**config.mk**
```make
export PLATFORM = sky130hd
export DESIGN_NAME = pearson_stream_flat
export DESIGN_NICKNAME = d
export VERILOG_FILES = /design/src/rtl/pearson_pkg.sv /design/src/rtl/pearson_stream_if.sv /design/src/rtl/pearson_lane.sv /design/src/rtl/pearson_stream.sv /design/src/flat_wrapper.sv
export SDC_FILE = /design/constraint.sdc
export NUM_CORES = 1
export LEC_CHECK = 0
export CAP_MARGIN = 20
export CORE_MARGIN = 8
export CORE_UTILIZATION = 35
export CTS_CLUSTER_DIAMETER = 80
export DETAILED_ROUTE_END_ITERATION = 6
export HOLD_SLACK_MARGIN = 0.06
export RECOVER_POWER = 100
export SETUP_SLACK_MARGIN = 0.4
export SYNTH_ARGS = -nofsm -noshare
export SYNTH_HDL_FRONTEND = slang
export SYNTH_SLANG_ARGS = --single-unit
```
**constraint.sdc**
```tcl
create_clock -name clk -period 9.2 [get_ports clk]
set_clock_uncertainty 0.05 [all_clocks]
set_input_delay 1.84 -clock clk [delete_from_list [all_inputs] [get_ports clk]]
set_output_delay 1.84 -clock clk [all_outputs]
set_load 0.01 [all_outputs]
```
**src/rtl/pearson_pkg.sv**
```systemverilog
// pearson_pkg: Pearson permutation table, stream FSM states and lane limit shared by the hash blocks
package pearson_pkg;
    localparam int MAX_LANES = 8;
    typedef enum logic [1:0] {IDLE, ACCUM, DONE} state_t;
    localparam logic [7:0] PERM [256] = '{
         98,   6,  85, 150,  36,  23, 112, 164, 135, 207, 169,   5,  26,  64, 165, 219,
         61,  20,  68,  89, 130,  63,  52, 102,  24, 229, 132, 245,  80, 216, 195, 115,
         90, 168, 156, 203, 177, 120,   2, 190, 188,   7, 100, 185, 174, 243, 162,  10,
        237,  18, 253, 225,   8, 208, 172, 244, 255, 126, 101,  79, 145, 235, 228, 121,
        123, 251,  67, 250, 161,   0, 107,  97, 241, 111, 181,  82, 249,  33,  69,  55,
         59, 153,  29,   9, 213, 167,  84,  93,  30,  46,  94,  75, 151, 114,  73, 222,
        197,  96, 210,  45,  16, 227, 248, 202,  51, 152, 252, 125,  81, 206, 215, 186,
         39, 158, 178, 187, 131, 136,   1,  49,  50,  17, 141,  91,  47, 129,  60,  99,
        154,  35,  86, 171, 105,  34,  38, 200, 147,  58,  77, 118, 173, 246,  76, 254,
        133, 232, 196, 144, 198, 124,  53,   4, 108,  74, 223, 234, 134, 230, 157, 139,
        189, 205, 199, 128, 176,  19, 211, 236, 127, 192, 231,  70, 233,  88, 146,  44,
        183, 201,  22,  83,  13, 214, 116, 109, 159,  32,  95, 226, 140, 220,  57,  12,
        221,  31, 209, 182, 143,  92, 149, 184, 148,  62, 113,  65,  37,  27, 106, 166,
          3,  14, 204,  72,  21,  41,  56,  66,  28, 193,  40, 217,  25,  54, 179, 117,
        238,  87, 240, 155, 180, 170, 242, 212, 191, 163,  78, 218, 137, 194, 175, 110,
         43, 119, 224,  71, 122, 142,  42, 160, 104,  48, 247, 103,  15,  11, 138, 239
    };
endpackage

```
**src/rtl/pearson_stream_if.sv**
```systemverilog
// pearson_stream_if: key byte stream in (in_data/in_valid/in_last/in_ready), result out (hash/key_len/len_ovf/hash_valid/hash_ready)
interface pearson_stream_if #(parameter int HASH_BYTES = 1, parameter int LEN_W = 16);
    logic [7:0] in_data;
    logic in_valid, in_last, in_ready;
    logic [8*HASH_BYTES-1:0] hash;
    logic [LEN_W-1:0] key_len;
    logic len_ovf, hash_valid, hash_ready;
    modport slave (input in_data, in_valid, in_last, hash_ready, output in_ready, hash, key_len, len_ovf, hash_valid);
    modport master (output in_data, in_valid, in_last, hash_ready, input in_ready, hash, key_len, len_ovf, hash_valid);
endinterface

```
**src/rtl/pearson_lane.sv**
```systemverilog
// pearson_lane: one 8-bit hash lane; ports clk, rst_n, clr, load (byte accepted), first (key start), data, h
module pearson_lane import pearson_pkg::*; #(parameter int LANE = 0) (
    input  logic       clk,
    input  logic       rst_n,
    input  logic       clr,
    input  logic       load,
    input  logic       first,
    input  logic [7:0] data,
    output logic [7:0] h
);
    logic [7:0] idx;
    assign idx = first ? data + 8'(LANE) : h ^ data;
    always_ff @(posedge clk or negedge rst_n)
        if (!rst_n) h <= '0;
        else if (clr) h <= '0;
        else if (load) h <= PERM[idx];
endmodule

```
**src/rtl/pearson_stream.sv**
```systemverilog
// pearson_stream: streaming multi-lane Pearson hash; ports clk, rst_n, clr (sync abort) and stream interface s
module pearson_stream import pearson_pkg::*; #(
    parameter int HASH_BYTES = 1,
    parameter int LEN_W = 16
) (
    input logic clk,
    input logic rst_n,
    input logic clr,
    pearson_stream_if.slave s
);
    localparam logic [LEN_W-1:0] LEN_MAX = '1;
    localparam logic [LEN_W-1:0] LEN_ONE = LEN_W'(1);
    state_t state, next;
    logic accept, first, ovf;
    logic [LEN_W-1:0] len;
    logic [8*HASH_BYTES-1:0] lanes;
    // DONE only accepts a byte when the held result leaves in the same cycle
    assign s.in_ready = !clr && (state != DONE || s.hash_ready);
    assign accept = s.in_valid && s.in_ready;
    // IDLE and DONE both start a fresh key on the next accepted byte
    assign first = state != ACCUM;
    assign s.hash_valid = state == DONE && !clr;
    assign s.hash = lanes;
    assign s.key_len = len;
    assign s.len_ovf = ovf;
    always_ff @(posedge clk or negedge rst_n)
        if (!rst_n) state <= IDLE;
        else state <= next;
    always_comb begin
        next = state;
        if (clr) next = IDLE;
        else if (accept) next = s.in_last ? DONE : ACCUM;
        else if (state == DONE && s.hash_ready) next = IDLE;
    end
    always_ff @(posedge clk or negedge rst_n)
        if (!rst_n) begin
            len <= '0;
            ovf <= 1'b0;
        end else if (clr) begin
            len <= '0;
            ovf <= 1'b0;
        end else if (accept) begin
            len <= first ? LEN_ONE : (len == LEN_MAX ? len : len + LEN_ONE);
            ovf <= !first && (ovf || len == LEN_MAX);
        end
    for (genvar i = 0; i < HASH_BYTES; i++) begin : g_lane
        pearson_lane #(.LANE(i)) u_lane (
            .clk(clk),
            .rst_n(rst_n),
            .clr(clr),
            .load(accept),
            .first(first),
            .data(s.in_data),
            .h(lanes[8*i +: 8])
        );
    end
endmodule

```
**src/flat_wrapper.sv**
```systemverilog
// flat-port wrapper written by rule: the top's interface ports become plain ports
module pearson_stream_flat import pearson_pkg::*;
#(
    parameter int HASH_BYTES = 1,
    parameter int LEN_W = 16
)
  (clk, rst_n, clr, s_in_data, s_in_valid, s_in_last, s_hash_ready, s_in_ready, s_hash, s_key_len, s_len_ovf, s_hash_valid);
  pearson_stream_if #(.HASH_BYTES(HASH_BYTES), .LEN_W(LEN_W)) s_i ();
  input logic clk;
  input logic rst_n;
  input logic clr;
  input wire logic [$bits(s_i.in_data)-1:0] s_in_data;
  input wire logic [$bits(s_i.in_valid)-1:0] s_in_valid;
  input wire logic [$bits(s_i.in_last)-1:0] s_in_last;
  input wire logic [$bits(s_i.hash_ready)-1:0] s_hash_ready;
  output wire logic [$bits(s_i.in_ready)-1:0] s_in_ready;
  output wire logic [$bits(s_i.hash)-1:0] s_hash;
  output wire logic [$bits(s_i.key_len)-1:0] s_key_len;
  output wire logic [$bits(s_i.len_ovf)-1:0] s_len_ovf;
  output wire logic [$bits(s_i.hash_valid)-1:0] s_hash_valid;
  assign s_i.in_data = s_in_data;
  assign s_i.in_valid = s_in_valid;
  assign s_i.in_last = s_in_last;
  assign s_i.hash_ready = s_hash_ready;
  assign s_in_ready = s_i.in_ready;
  assign s_hash = s_i.hash;
  assign s_key_len = s_i.key_len;
  assign s_len_ovf = s_i.len_ovf;
  assign s_hash_valid = s_i.hash_valid;
  pearson_stream #(.HASH_BYTES(HASH_BYTES), .LEN_W(LEN_W)) u_core (.clk(clk), .rst_n(rst_n), .clr(clr), .s(s_i));
endmodule
```
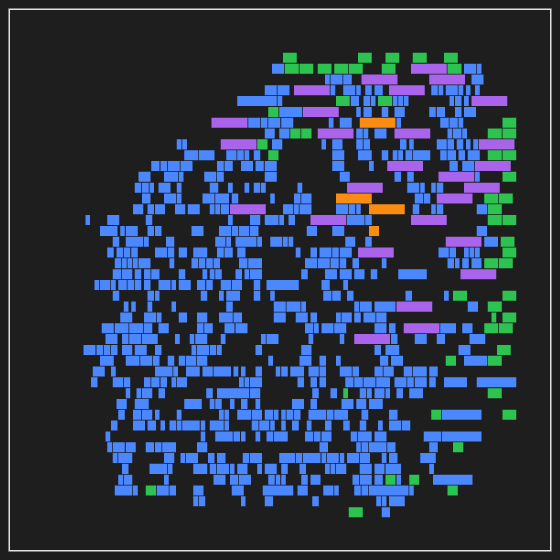
run_1/class_map.png
- sequential cells: purple (cells 27; share of their area 13%)
- remaining logic cells: blue (cells 599; share of their area 76%)
- remaining buffers and delay cells: green (cells 54; share of their area 9.5%)
- clock drivers and dummy loads: orange (cells 4; share of their area 1.6%)
post-route cell area: 0.00546 mm²
core region area: 0.0139 mm²
fin util: 0.391

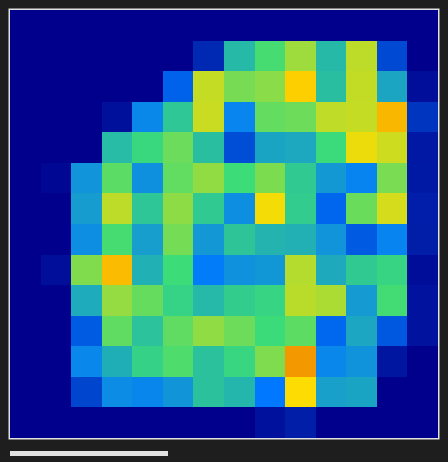
run_1/util_map.png
The bar under the picture is 50 µm long. 14 x 14 tiles, from dark blue (low) to red (high), 0 to 100% covered.
- nearly empty tiles: 32%
- fullest tile: 83%
- emptiest ninth of the die: top left
- tiles over 75% full: 2.0%
fp_density: 0.360

==> impl_metrics.yaml, run 1 <==
# yosys + openroad results
placement:
  dp_cells: 860
  post-place-ws_ps: 3150
  dp_hpwl_um: 16400
  port_buffers: 40
yosys:
  synthesis.area_mm2: 0.00502
  top_cells_by_area: "dfrtp_1, nand2_1, nor2_1"
  largest_area_cell: "dfrtp_1"
  postSynthSeqShare: 0.135
  yosys_most_used_dff: "dfrtp_1"
  synth_dominant_cell_count: "nand2_1"
  ys_types: 82
  ys_ff: 27
  syn_inst: 701
final_timing:
  finalCritPeriodShare: 0.714
  relSlewSlack: -0.103
  finalHoldViolCount: 0
  period_needed_ps: 6570
  slew_violations: 47
  rsz0062_at_grt: "false"
hold_path:
  hold_path_depth: 1
  hp-start: "u_core.s.key_len[12]"
route:
  ant_nets: 0
critical_path:
  worstPathMaxFanout: 30
  regToRegSetupSlack_ps: 3800
  timing.rr.start: "u_core.state[0]"
  crit_arrival_ps: 6700
  criticalPathCategory: "input pin to flop"
  cpPeakStageDelay_ps: 1180
flow_run:
  max_cap_viol_count: 2
floorplanning:
  chipArea_mm2: 0.0184
  die_x_um: 136
status:
  status: "finished with violations"
  violations: "capacitance limit, slew limit"
cells_and_area:
  fillers: 1441
  diodes: 0
  nets: 713
clock_network:
  cts_resized: 0
  cts_tree: "yes"
  clkLatencyLatePin_ps: 270
  post-cts-setup-buffer-count: 0
power:
  p_total_uw: 618
global_route:
  grt_overflow_total: 0
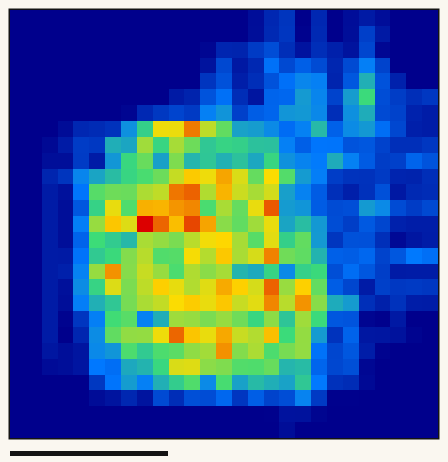
run_1/route_heat.png
The bar under the picture is 50 µm long. 27 x 27 tiles, from dark blue (low) to red (high), scaled to the fullest tile. Values are wire area over tile area, all layers added.
- densest ninth of the die: middle
- nearly empty tiles: 31%
- fullest tile: 0.98
- emptiest ninth of the die: top left
- mean over tiles: 0.23
Routed WL per cell: 27.7 µm
final WL: 24,000 µm
aggregate global-route resource usage: 0.254

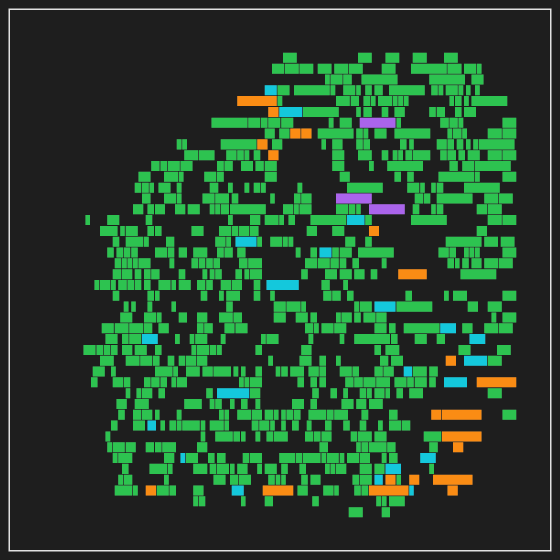
run_1/sizing.png
- x6 and larger: purple (cells 3; share 0.44%)
- x2: cyan (cells 21; share 3.1%)
- x3 and x4: orange (cells 21; share 3.1%)
- x1 and smaller: green (cells 639; share 93%)
Non-clk bufs: 54
Final WS setup: 2630 ps
area delta synth->final: 8.62%

run 1: worst max-delay path by stage:
stage	start	endpoint	slack [ps]	depth (start not counted)
finish	s_in_data[0]	u_core.g_lane[0].u_lane.h[1]	2630	10
floorplan	s_in_data[0]	u_core.g_lane[0].u_lane.h[1]	4830	9
global route	s_in_data[0]	u_core.g_lane[0].u_lane.h[1]	2560	10
global placement	s_in_data[0]	u_core.g_lane[0].u_lane.h[1]	2860	9
CTS	s_in_data[0]	u_core.g_lane[0].u_lane.h[2]	3460	10
detailed placement	s_in_data[0]	u_core.g_lane[0].u_lane.h[2]	3150	10
run 1: power by group:
| part | switching [mW] | internal (mW) |
|---|---|---|
| Sequential | 0.0105 | 0.124 |
| Clock | 0.0469 | 0.0593 |
| Combinational | 0.259 | 0.118 |
run 1: metal layers:
metal,part of all wire,GRT usage
met5,0.00054,0
met4,0.058,0.126
met3,0.13,0.0731
met2,0.41,0.365
met1,0.40,0.338
run 1: worst reg2reg max path: stages (launching register included):
cell,delay [ps]
dfrtp_1,760
nand3b_1,180
xor2_1,1200
ha_1,810
or2_2,490
mux2i_1,480
clkbuf_1,400
a211oi_1,90
a2111oi_0,420
nor4_1,190
a221oi_2,240
run 1: stage by stage:
stage / hold WS, ps / area, µm²
floorplan: 478 / 5020
global placement: 453 / 5390
detailed placement: 459 / 5400
CTS: 477 / 5480
global route: 507 / 5460
finish: 470 / 5460
run 1: layout make-up:
cell class	instances	area share
multi-input cells	586	0.719
flip-flops and latches	27	0.124
repair buffers	54	0.0913
well taps	180	0.0413
inverters	13	0.00894
clock buffers	3	0.0138
clock inverters	1	0.00138
run 1: cells in the final DEF, fill, tap and decap left out, types with 6 or more instances in the layout:
master and n:
a31oi_1 18, nand2_1 74, xnor2_1 7, clkdlybuf4s50_1 8, a21oi_1 51, nand3_1 30
nor4_1 7, a221oi_1 11, o31ai_1 8, nor2_1 69, a311oi_1 9, o21ai_0 44
dlygate4sd3_1 32, buf_4 12, xor2_1 8, a211oi_1 22, nor3_1 25, mux2i_1 12
a2111oi_0 9, dfrtp_1 27, nand2b_1 9, o211ai_1 12, ha_1 14, o311ai_0 6
o2111ai_1 6, inv_1 10
run 1: state kept, by name, summed over array words and instances (netlist names):
name	cells
u_core.g_lane.u_lane.h	8
u_core.state	2
u_core.s.len_ovf	1
u_core.s.key_len	16
run 1: cell families after synthesis:
group	after synthesis	synth area share
AOI/OAI and AO/OA	279	0.400
xor gates and xnor gates	24	0.0620
DFF	27	0.135
muxes	18	0.0419
adders and majority gates	14	0.0349
buffers and inverters	88	0.0884
and+or+nand+nor	251	0.238
--- run 2 (diff from run 1) ---
==> constraint.sdc (replaced) <==
create_clock -name clk -period 6.48 [get_ports clk]
set_clock_uncertainty 0.05 [all_clocks]
set_input_delay 1.296 -clock clk [delete_from_list [all_inputs] [get_ports clk]]
set_output_delay 1.296 -clock clk [all_outputs]
set_load 0.01 [all_outputs]
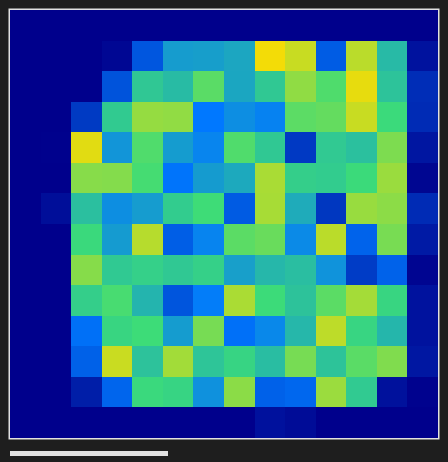
run_2/util_map.png
The bar under the picture is 50 µm long. 14 x 14 tiles, from dark blue (low) to red (high), 0 to 100% covered.
- densest ninth of the die: middle
- nearly empty tiles: 28%
- emptiest ninth of the die: top left
- fullest tile: 74%
fin util: 0.399

==> run 2 against run 1 <==
Effect of this change:
- the flow still finishes with violations (capacitance limit, slew limit)
- critical path depth stayed put
- design area grew 1.8%
- synthesized area is the same
- critical endpoint unchanged
- largest cell class unchanged
- largest power group unchanged
==> impl_metrics.yaml, run 2 <==
# yosys + openroad results
flow_run:
  max_cap_viol_count: 1
placement:
  port_buffers: 40
  dp_hpwl_um: 17600
global_route:
  grt_overflow_total: 0
yosys:
  ys_sh_aoi: 0.400
  synthesis.area_mm2: 0.00502
  yosys_most_used_dff: "dfrtp_1"
  synth_adder_area_share: 0.0349
  simple_gate_area_frac: 0.238
  top_logic_kind: "AND-OR/OR-AND gates"
  top_cells_by_area: "dfrtp_1, nand2_1, nor2_1"
route:
  wl_per_cell_um: 29.3
  dr_wl_met2_um: 10600
floorplanning:
  coreArea_mm2: 0.0139
critical_path:
  regToRegSetupSlack_ps: 1540
  timing.rr.start: "u_core.state[0]"
final_timing:
  rsz0062_at_grt: "false"
  relSlewSlack: -0.132
  slew_violations: 28
  finalCritPeriodShare: 0.854
  period_needed_ps: 5530
cells_and_area:
  diodes: 0
  final_layout_top_logic_cell: "nand2_1"
  area_delta_synth_final_pct: 10.6
  largest_register_ff_count: 16
  lay_top_cells: "nand2_1, nor2_1, a21oi_1, o21ai_0, dlygate4sd3_1"
status:
  violations: "capacitance limit, slew limit"
  status: "finished with violations"
clock_network:
  post-cts-setup-buffer-count: 0
  clkLatencyLatePin_ps: 270
  cts_tree: "yes"
power:
  p_sw_uw: 466
  switching_share: 0.516
==> run 2: cell type report <==
class | count | area, µm²
timing repair buffer | 64 | 596
sequential | 27 | 676
inverter | 13 | 48.8
clock buffer | 3 | 75.1
clock inverter | 1 | 7.51
fill | 1449 | 8380
multi-input combinational | 586 | 3930
tap | 180 | 225
==> run 2: metrics by stage <==
stage                     hold slack [ps]  std cells  total power [mW]  setup slack [ps]  cell area (µm²)
after floorplan                       478        701             0.541              2650             5020
after global placement                452        870             0.736              1590             5480
after detailed placement              459        870             0.724              1550             5480
after CTS                             473        874             0.885              1820             5570
after global routing                  504        874             0.935               857             5550
final                                 471        874             0.904               947             5550
==> run 2: worst min path at each step <==
stage | from | endpoint | slack, ps | cells past startpoint
3_5_place_dp | u_core.s.key_len[12] | u_core.s.key_len[12] | 460 | 1
6_report | u_core.s.key_len[12] | u_core.s.key_len[12] | 470 | 1
2_1_floorplan | u_core.s.key_len[12] | u_core.s.key_len[12] | 480 | 1
5_1_grt | u_core.s.key_len[12] | u_core.s.key_len[12] | 500 | 1
3_3_place_gp | u_core.s.key_len[12] | u_core.s.key_len[12] | 450 | 1
4_1_cts | u_core.s.key_len[12] | u_core.s.key_len[12] | 470 | 1
==> run 2: cell families (layout without fill, tap and decap cells) <==
logic type | after synthesis | after routing
adders and majority gates | 14 | 14
xor gates and xnor gates | 24 | 24
AOI/OAI and AO/OA | 279 | 279
buffers and inverters | 88 | 81
muxes | 18 | 18
DFF | 27 | 27
and+or+nand+nor | 251 | 251
==> run 2: layer usage <==
layer	track usage	up-vias
met2	0.386	546
met4	0.140	0
met1	0.362	3075
li1	-	2701
met5	0	-
met3	0.0668	116
==> run 2: worst reg2reg max path: cells and delay by family, from the launching register on <==
family	cells	cell delay [ps]
xor+xnor	1	160
simple gates	3	780
fa+ha+maj	1	570
buf+inv	1	840
mux	1	870
compound gates	3	810
flops	1	770
==> run 2: power by group through the flow <==
| stage | logic [mW] | registers, mW | clock network, mW |
|---|---|---|---|
| 2_1_floorplan | 0.348 | 0.192 | 0 |
| 3_3_place_gp | 0.540 | 0.197 | 0 |
| 3_5_place_dp | 0.527 | 0.197 | 0 |
| 4_1_cts | 0.529 | 0.194 | 0.162 |
| 5_1_grt | 0.573 | 0.195 | 0.166 |
| 6_report | 0.552 | 0.194 | 0.158 |
Power is estimated from default activity; no workload was simulated.
